run_1/m3.png
Bar = 20 um.
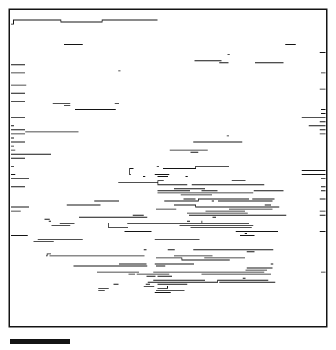
run_1/ff_map.png
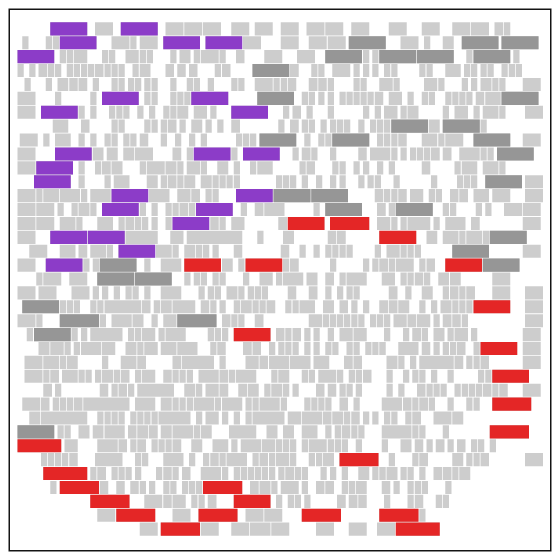
run_1/m2.png
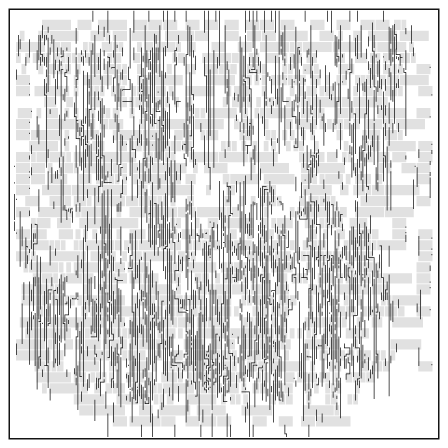
**src/rtl/sdram_addr_pkg.sv**
```systemverilog
`default_nettype none
// ============================================================================
//  Module      : sdram_addr_pkg
//  Description : Shared widths and types for the SDRAM address generator:
//                bank/row/column field widths, linear pointer and word count.
//  Revision    : 1.0 - initial release
// ============================================================================
package sdram_addr_pkg;

  localparam int c_ba_w    = 2;
  localparam int c_row_w   = 13;
  localparam int c_col_w   = 9;
  localparam int c_addr_w  = c_ba_w + c_row_w + c_col_w;  // 24-bit linear pointer
  localparam int c_count_w = c_addr_w + 1;                // holds END_ADDR+1 words

  typedef logic [c_addr_w-1:0]  addr_t;
  typedef logic [c_count_w-1:0] count_t;

endpackage
`default_nettype wire

```
**src/rtl/sdram_address_gen_if.sv**
```systemverilog
`default_nettype none
// ============================================================================
//  Module      : sdram_address_gen_if
//  Description : Bundle between the memory controller (master) and the
//                address generator (slave): advance strobes in, pointer
//                fields and fill status out.
//  Revision    : 1.0 - initial release
// ============================================================================
interface sdram_address_gen_if;
  import sdram_addr_pkg::*;

  logic                 NEXT_WRITE;
  logic                 NEXT_READ;
  logic [c_ba_w-1:0]    BA_WRITE;
  logic [c_row_w-1:0]   ROW_WRITE;
  logic [c_col_w-1:0]   COL_WRITE;
  logic [c_ba_w-1:0]    BA_READ;
  logic [c_row_w-1:0]   ROW_READ;
  logic [c_col_w-1:0]   COL_READ;
  logic [c_count_w-1:0] WORD_COUNT;
  logic                 EMPTY;
  logic                 FULL;
  logic                 OVERFLOW;
  logic                 UNDERFLOW;

  modport master (
    output NEXT_WRITE, NEXT_READ,
    input  BA_WRITE, ROW_WRITE, COL_WRITE, BA_READ, ROW_READ, COL_READ,
    input  WORD_COUNT, EMPTY, FULL, OVERFLOW, UNDERFLOW
  );

  modport slave (
    input  NEXT_WRITE, NEXT_READ,
    output BA_WRITE, ROW_WRITE, COL_WRITE, BA_READ, ROW_READ, COL_READ,
    output WORD_COUNT, EMPTY, FULL, OVERFLOW, UNDERFLOW
  );

endinterface
`default_nettype wire

```
**src/rtl/sdram_addr_ptr.sv**
```systemverilog
`default_nettype none
// ============================================================================
//  Module      : sdram_addr_ptr
//  Description : One linear SDRAM word pointer. Advances by one when asked,
//                wrapping from END_ADDR to 0, and presents the value split
//                into bank / row / column (column fastest).
//  Revision    : 1.0 - initial release
// ============================================================================
module sdram_addr_ptr
  import sdram_addr_pkg::*;
#(
  parameter addr_t END_ADDR = 24'hFFFFFF
) (
  input  wire logic               CLK_48MHZ,
  input  wire logic               RESET,
  input  wire logic               i_advance,
  output logic [c_ba_w-1:0]       o_ba,
  output logic [c_row_w-1:0]      o_row,
  output logic [c_col_w-1:0]      o_col
);

  addr_t r_ptr;
  addr_t w_ptr_inc;

  // Next pointer value: only END_ADDR wraps, everything else counts up.
  always_comb begin
    w_ptr_inc = (r_ptr == END_ADDR) ? '0 : r_ptr + 1'b1;
  end

  // Pointer register.
  always_ff @(posedge CLK_48MHZ) begin
    if (RESET) begin
      r_ptr <= '0;
    end else if (i_advance) begin
      r_ptr <= w_ptr_inc;
    end
  end

  assign o_ba  = r_ptr[c_addr_w-1 -: c_ba_w];
  assign o_row = r_ptr[c_col_w +: c_row_w];
  assign o_col = r_ptr[c_col_w-1:0];

endmodule
`default_nettype wire

```
**src/rtl/sdram_address_gen.sv**
```systemverilog
`default_nettype none
// ============================================================================
//  Module      : sdram_address_gen
//  Description : Write/read address generator for an SDRAM used as a FIFO.
//                Rising edges of NEXT_WRITE / NEXT_READ advance the pointers,
//                a word counter tracks fill level, and sticky flags record
//                overflow and underflow attempts.
//                Build option ADDR_GEN_OVERWRITE_EN: a write while full
//                discards the oldest word instead of being ignored.
//  Revision    : 1.0 - initial release
// ============================================================================
module sdram_address_gen
  import sdram_addr_pkg::*;
#(
  parameter addr_t END_ADDR = 24'hFFFFFF
) (
  input  wire logic          CLK_48MHZ,
  input  wire logic          RESET,
  sdram_address_gen_if.slave bus
);

  localparam count_t c_full_count = count_t'({1'b0, END_ADDR}) + count_t'(1);

  logic   r_next_write_q, r_next_read_q;
  // Hold-off flags: a strobe already high in the last reset cycle must not
  // look like a fresh edge once reset is released.
  logic   r_write_hold, r_read_hold;
  count_t r_word_count;
  logic   r_empty, r_full, r_overflow, r_underflow;

  logic   w_write_ev, w_read_ev;
  logic   w_adv_write, w_adv_read;
  count_t w_count_next;
  logic   w_set_ovf, w_set_unf;

  assign w_write_ev = bus.NEXT_WRITE & ~r_next_write_q & ~r_write_hold;
  assign w_read_ev  = bus.NEXT_READ  & ~r_next_read_q  & ~r_read_hold;

  // Decide pointer advances, next count and flag events for this edge.
  always_comb begin
    w_adv_write  = 1'b0;
    w_adv_read   = 1'b0;
    w_count_next = r_word_count;
    w_set_ovf    = 1'b0;
    w_set_unf    = 1'b0;
    case ({w_write_ev, w_read_ev})
      2'b11: begin
        w_adv_write = 1'b1;
        if (r_empty) begin
          // Nothing to read yet: the write lands, the read is refused.
          w_count_next = r_word_count + count_t'(1);
          w_set_unf    = 1'b1;
        end else begin
          w_adv_read = 1'b1;
        end
      end
      2'b10: begin
        if (!r_full) begin
          w_adv_write  = 1'b1;
          w_count_next = r_word_count + count_t'(1);
        end else begin
          w_set_ovf = 1'b1;
`ifdef ADDR_GEN_OVERWRITE_EN
          w_adv_write = 1'b1;
          w_adv_read  = 1'b1;
`endif
        end
      end
      2'b01: begin
        if (!r_empty) begin
          w_adv_read   = 1'b1;
          w_count_next = r_word_count - count_t'(1);
        end else begin
          w_set_unf = 1'b1;
        end
      end
      default: ;
    endcase
  end

  // Edge registers, fill count, status and sticky flags.
  always_ff @(posedge CLK_48MHZ) begin
    if (RESET) begin
      r_next_write_q <= 1'b0;
      r_next_read_q  <= 1'b0;
      r_write_hold   <= bus.NEXT_WRITE;
      r_read_hold    <= bus.NEXT_READ;
      r_word_count   <= '0;
      r_empty        <= 1'b1;
      r_full         <= 1'b0;
      r_overflow     <= 1'b0;
      r_underflow    <= 1'b0;
    end else begin
      r_next_write_q <= bus.NEXT_WRITE;
      r_next_read_q  <= bus.NEXT_READ;
      r_write_hold   <= 1'b0;
      r_read_hold    <= 1'b0;
      r_word_count   <= w_count_next;
      r_empty        <= (w_count_next == '0);
      r_full         <= (w_count_next == c_full_count);
      r_overflow     <= r_overflow  | w_set_ovf;
      r_underflow    <= r_underflow | w_set_unf;
    end
  end

  sdram_addr_ptr #(.END_ADDR(END_ADDR)) u_write_ptr (
    .CLK_48MHZ (CLK_48MHZ),
    .RESET     (RESET),
    .i_advance (w_adv_write),
    .o_ba      (bus.BA_WRITE),
    .o_row     (bus.ROW_WRITE),
    .o_col     (bus.COL_WRITE)
  );

  sdram_addr_ptr #(.END_ADDR(END_ADDR)) u_read_ptr (
    .CLK_48MHZ (CLK_48MHZ),
    .RESET     (RESET),
    .i_advance (w_adv_read),
    .o_ba      (bus.BA_READ),
    .o_row     (bus.ROW_READ),
    .o_col     (bus.COL_READ)
  );

  assign bus.WORD_COUNT = r_word_count;
  assign bus.EMPTY      = r_empty;
  assign bus.FULL       = r_full;
  assign bus.OVERFLOW   = r_overflow;
  assign bus.UNDERFLOW  = r_underflow;

endmodule
`default_nettype wire

```
**src/flat_wrapper.sv**
```systemverilog
// flat-port wrapper written by rule: the top's interface ports become plain ports
module sdram_address_gen_flat import sdram_addr_pkg::*;
#(
  parameter addr_t END_ADDR = 24'hFFFFFF
)
  (CLK_48MHZ, RESET, bus_NEXT_WRITE, bus_NEXT_READ, bus_BA_WRITE, bus_ROW_WRITE, bus_COL_WRITE, bus_BA_READ, bus_ROW_READ, bus_COL_READ, bus_WORD_COUNT, bus_EMPTY, bus_FULL, bus_OVERFLOW, bus_UNDERFLOW);
  sdram_address_gen_if bus_i ();
  input  wire logic CLK_48MHZ;
  input  wire logic RESET;
  input wire logic [$bits(bus_i.NEXT_WRITE)-1:0] bus_NEXT_WRITE;
  input wire logic [$bits(bus_i.NEXT_READ)-1:0] bus_NEXT_READ;
  output wire logic [$bits(bus_i.BA_WRITE)-1:0] bus_BA_WRITE;
  output wire logic [$bits(bus_i.ROW_WRITE)-1:0] bus_ROW_WRITE;
  output wire logic [$bits(bus_i.COL_WRITE)-1:0] bus_COL_WRITE;
  output wire logic [$bits(bus_i.BA_READ)-1:0] bus_BA_READ;
  output wire logic [$bits(bus_i.ROW_READ)-1:0] bus_ROW_READ;
  output wire logic [$bits(bus_i.COL_READ)-1:0] bus_COL_READ;
  output wire logic [$bits(bus_i.WORD_COUNT)-1:0] bus_WORD_COUNT;
  output wire logic [$bits(bus_i.EMPTY)-1:0] bus_EMPTY;
  output wire logic [$bits(bus_i.FULL)-1:0] bus_FULL;
  output wire logic [$bits(bus_i.OVERFLOW)-1:0] bus_OVERFLOW;
  output wire logic [$bits(bus_i.UNDERFLOW)-1:0] bus_UNDERFLOW;
  assign bus_i.NEXT_WRITE = bus_NEXT_WRITE;
  assign bus_i.NEXT_READ = bus_NEXT_READ;
  assign bus_BA_WRITE = bus_i.BA_WRITE;
  assign bus_ROW_WRITE = bus_i.ROW_WRITE;
  assign bus_COL_WRITE = bus_i.COL_WRITE;
  assign bus_BA_READ = bus_i.BA_READ;
  assign bus_ROW_READ = bus_i.ROW_READ;
  assign bus_COL_READ = bus_i.COL_READ;
  assign bus_WORD_COUNT = bus_i.WORD_COUNT;
  assign bus_EMPTY = bus_i.EMPTY;
  assign bus_FULL = bus_i.FULL;
  assign bus_OVERFLOW = bus_i.OVERFLOW;
  assign bus_UNDERFLOW = bus_i.UNDERFLOW;
  sdram_address_gen #(.END_ADDR(END_ADDR)) u_core (.CLK_48MHZ(CLK_48MHZ), .RESET(RESET), .bus(bus_i));
endmodule
```
**config.mk**
```make
export PLATFORM = sky130hd
export DESIGN_NAME = sdram_address_gen_flat
export DESIGN_NICKNAME = d
export VERILOG_FILES = /design/src/rtl/sdram_addr_pkg.sv /design/src/rtl/sdram_address_gen_if.sv /design/src/rtl/sdram_addr_ptr.sv /design/src/rtl/sdram_address_gen.sv /design/src/flat_wrapper.sv
export SDC_FILE = /design/constraint.sdc
export NUM_CORES = 1
export LEC_CHECK = 0
export ABC_AREA = 1
export CAP_MARGIN = 20
export CORE_UTILIZATION = 52
export CTS_BUF_LIST = sky130_fd_sc_hd__clkbuf_4
export CTS_CLUSTER_DIAMETER = 30
export CTS_CLUSTER_SIZE = 16
export DETAILED_ROUTE_END_ITERATION = 8
export GPL_TIMING_DRIVEN = 0
export PLACE_DENSITY = 0.77
export SYNTH_ARGS = -nofsm -noshare
export SYNTH_HDL_FRONTEND = slang
export SYNTH_HIERARCHICAL = 1
export SYNTH_SLANG_ARGS = --single-unit
```
**constraint.sdc**
```tcl
create_clock -name CLK_48MHZ -period 2.1 [get_ports CLK_48MHZ]
set_input_delay 0.21 -clock CLK_48MHZ [delete_from_list [all_inputs] [get_ports CLK_48MHZ]]
set_output_delay 0.21 -clock CLK_48MHZ [all_outputs]
set_load 0.02 [all_outputs]
```
==> flow_metrics.tcl, run 1 <==
# implementation run metrics
set metrics [dict create \
    vdd.ir_drop.worst_v 0.000443 \
    ys_seq_share_pct 29.0 \
    edf_count 0 \
    grt_pass1_wl_mm 25.0 \
    synth_area_leader_cell "dfxtp_1" \
    final_core_util_pct 68.7 \
    p_int_mw 2.43 \
    r2r_start "u_core/bus.FULL$_SDFF_PP0_" \
    status "completed" \
    fin_ws_ns 0.0578 \
    p_leak_nw 2.93 \
    seq_power_share_pct 42.8 \
    simple_gate_area_share_pct 51.0 \
    grtUsageMet1_pct 40.5 \
    core-area_mm2 0.0104 \
    die_h_um 106 \
    place.gp.congestion 0.923 \
    warnings 28 \
    drt_pre_antenna_iters 5 \
    hold_viol_final 0 \
    seq_area_share_pct 23.2 \
    report.final.slew_viol_count 0 \
    finalSetupTns_ns 0 \
    largest_reg_flops 25 \
    antenna_found_initial 0 \
    switching_share_pct 37.8 \
    met1Wirelength_mm 7.49 \
    rr_endpoint "u_core/bus.FULL$_SDFF_PP0_" \
    top_cell_area_share_pct 29.0 \
    viasPerCell 5.31 \
    cts_setup_buffers 2 \
    grt-busiest-layer "met2" \
    nets 1057 \
    cts_tree "yes" \
    most_common_cell "nand2_1" \
    gr-usage-met2_pct 42.0 \
    hold_path_class "in2reg" \
    finClkSkew_ns 0.0116 \
    pg_comb_mw 1.26 \
    vias 6320 \
    cpMostUsedCell "nand2_1" \
]
## Picture notes: m3.png
wire length on this layer	1240 um
main direction	horizontal

## Picture notes: ff_map.png
color	name in the netlist	sequential cells
red	u_core/bus.WORD_COUNT	25
purple	u_core/u_read_ptr/r_ptr	24
not colored	32

## Picture notes: m2.png
share of all routed wire	44%
nets with wire on the layer	859
longest straight run	38.6 um
wire length on this layer	6990 um
main direction	vertical

-- run 1: how the worst max path moves through the flow --
stage	from	end	slack, ns	cells past startpoint
floorplan	u_core/bus.WORD_COUNT[0]$_SDFF_PP0_	u_core/bus.FULL$_SDFF_PP0_	0.13	13
global placement	bus_NEXT_READ	u_core/bus.FULL$_SDFF_PP0_	-0.52	14
detailed placement	bus_NEXT_READ	u_core/bus.FULL$_SDFF_PP0_	-0.49	14
CTS	u_core/bus.WORD_COUNT[1]$_SDFF_PP0_	u_core/bus.FULL$_SDFF_PP0_	0.003	14
global route	u_core/bus.EMPTY$_SDFF_PP1_	u_core/bus.EMPTY$_SDFF_PP1_	-0.05	16
finish	u_core/bus.FULL$_SDFF_PP0_	u_core/bus.FULL$_SDFF_PP0_	0.06	13
--- run 2 (diff from run 1) ---
ABC_CLOCK_PERIOD_IN_PS = 2100   (was default)
GPL_ROUTABILITY_DRIVEN = 0   (was default)
SLEW_MARGIN = 20   (was default)
==> run 2 against run 1 <==
  * Total power decreased by 1.2%
  * Cell area increased by 2.1%
  * Non-clock buffer count grew 13
  * Sequential cell count is the same
  * Cell count is 1.1% higher
  * Global-route usage rose by 0.34 points
  * Largest power group unchanged
  * Highest routed layer unchanged
==> flow_metrics.tcl, run 2 <==
# implementation run metrics
set metrics [dict create \
    ys_seq_share_pct 29.0 \
    p_leak_nw 2.98 \
    edf_count 0 \
    status "completed" \
    largest_reg_flops 25 \
    synth_area_leader_cell "dfxtp_1" \
    drt_pre_antenna_iters 5 \
    vdd.ir_drop.worst_v 0.000503 \
    warnings 28 \
    hold_viol_final 0 \
    nets 1071 \
    endpoint "u_core/bus.FULL$_SDFF_PP0_" \
    antenna_found_initial 0 \
    grt_pass1_wl_mm 25.4 \
    most_common_cell "nand2_1" \
    finClkSkew_ns 0.0176 \
    die_h_um 106 \
    viasPerCell 5.31 \
    report.final.slew_viol_count 0 \
    top_cell_area_share_pct 29.0 \
]
==> run 2: cell type report <==
class                           instances  area (um2)  area share, %
Sequential cell                        81        1660           22.8
Clock inverter                          4        28.8          0.396
Buffer                                 17         156           2.15
Inverter                              112         428           5.88
Clock buffer                           11        82.6           1.14
Tap cell                              136         170           2.34
Multi-Input combinational cell        736        3740           51.5
Timing Repair Buffer                  106        1010           13.8
==> run 2: metal layers <==
metal  GRT usage [%]  up-vias  share of wire (%)
met5               0        -                  0
met4            8.13        0                1.2
met3            3.40       17                9.5
met2            42.3      290                 43
met1            41.6     2870                 46
li1                -     3206                  -
==> run 2: where the power goes <==
| part | internal, mW | switching, mW | total [mW] |
|---|---|---|---|
| Combinational | 0.491 | 0.827 | 1.32 |
| Sequential | 1.59 | 0.0817 | 1.67 |
| Clock | 0.267 | 0.601 | 0.868 |
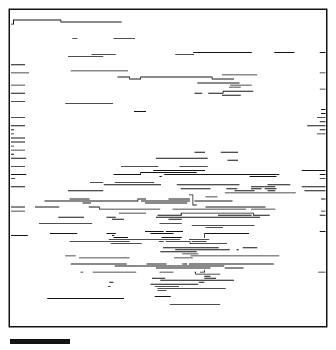
run_2/m3.png
Bar = 20 um.
longest straight run	38.2 um
wire length on this layer	1530 um
nets with wire on the layer	138
share of all routed wire	9.5%

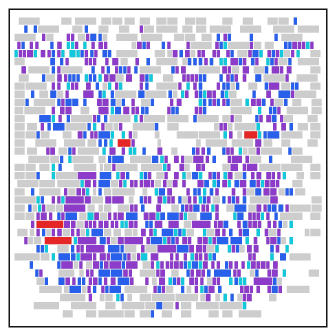
run_2/gates.png
color	family	cells
blue	nor cells	241
cyan	inv cells	112
purple	nand cells	406
red	fa/ha/maj cells	4

Power and IR drop assume default switching activity.
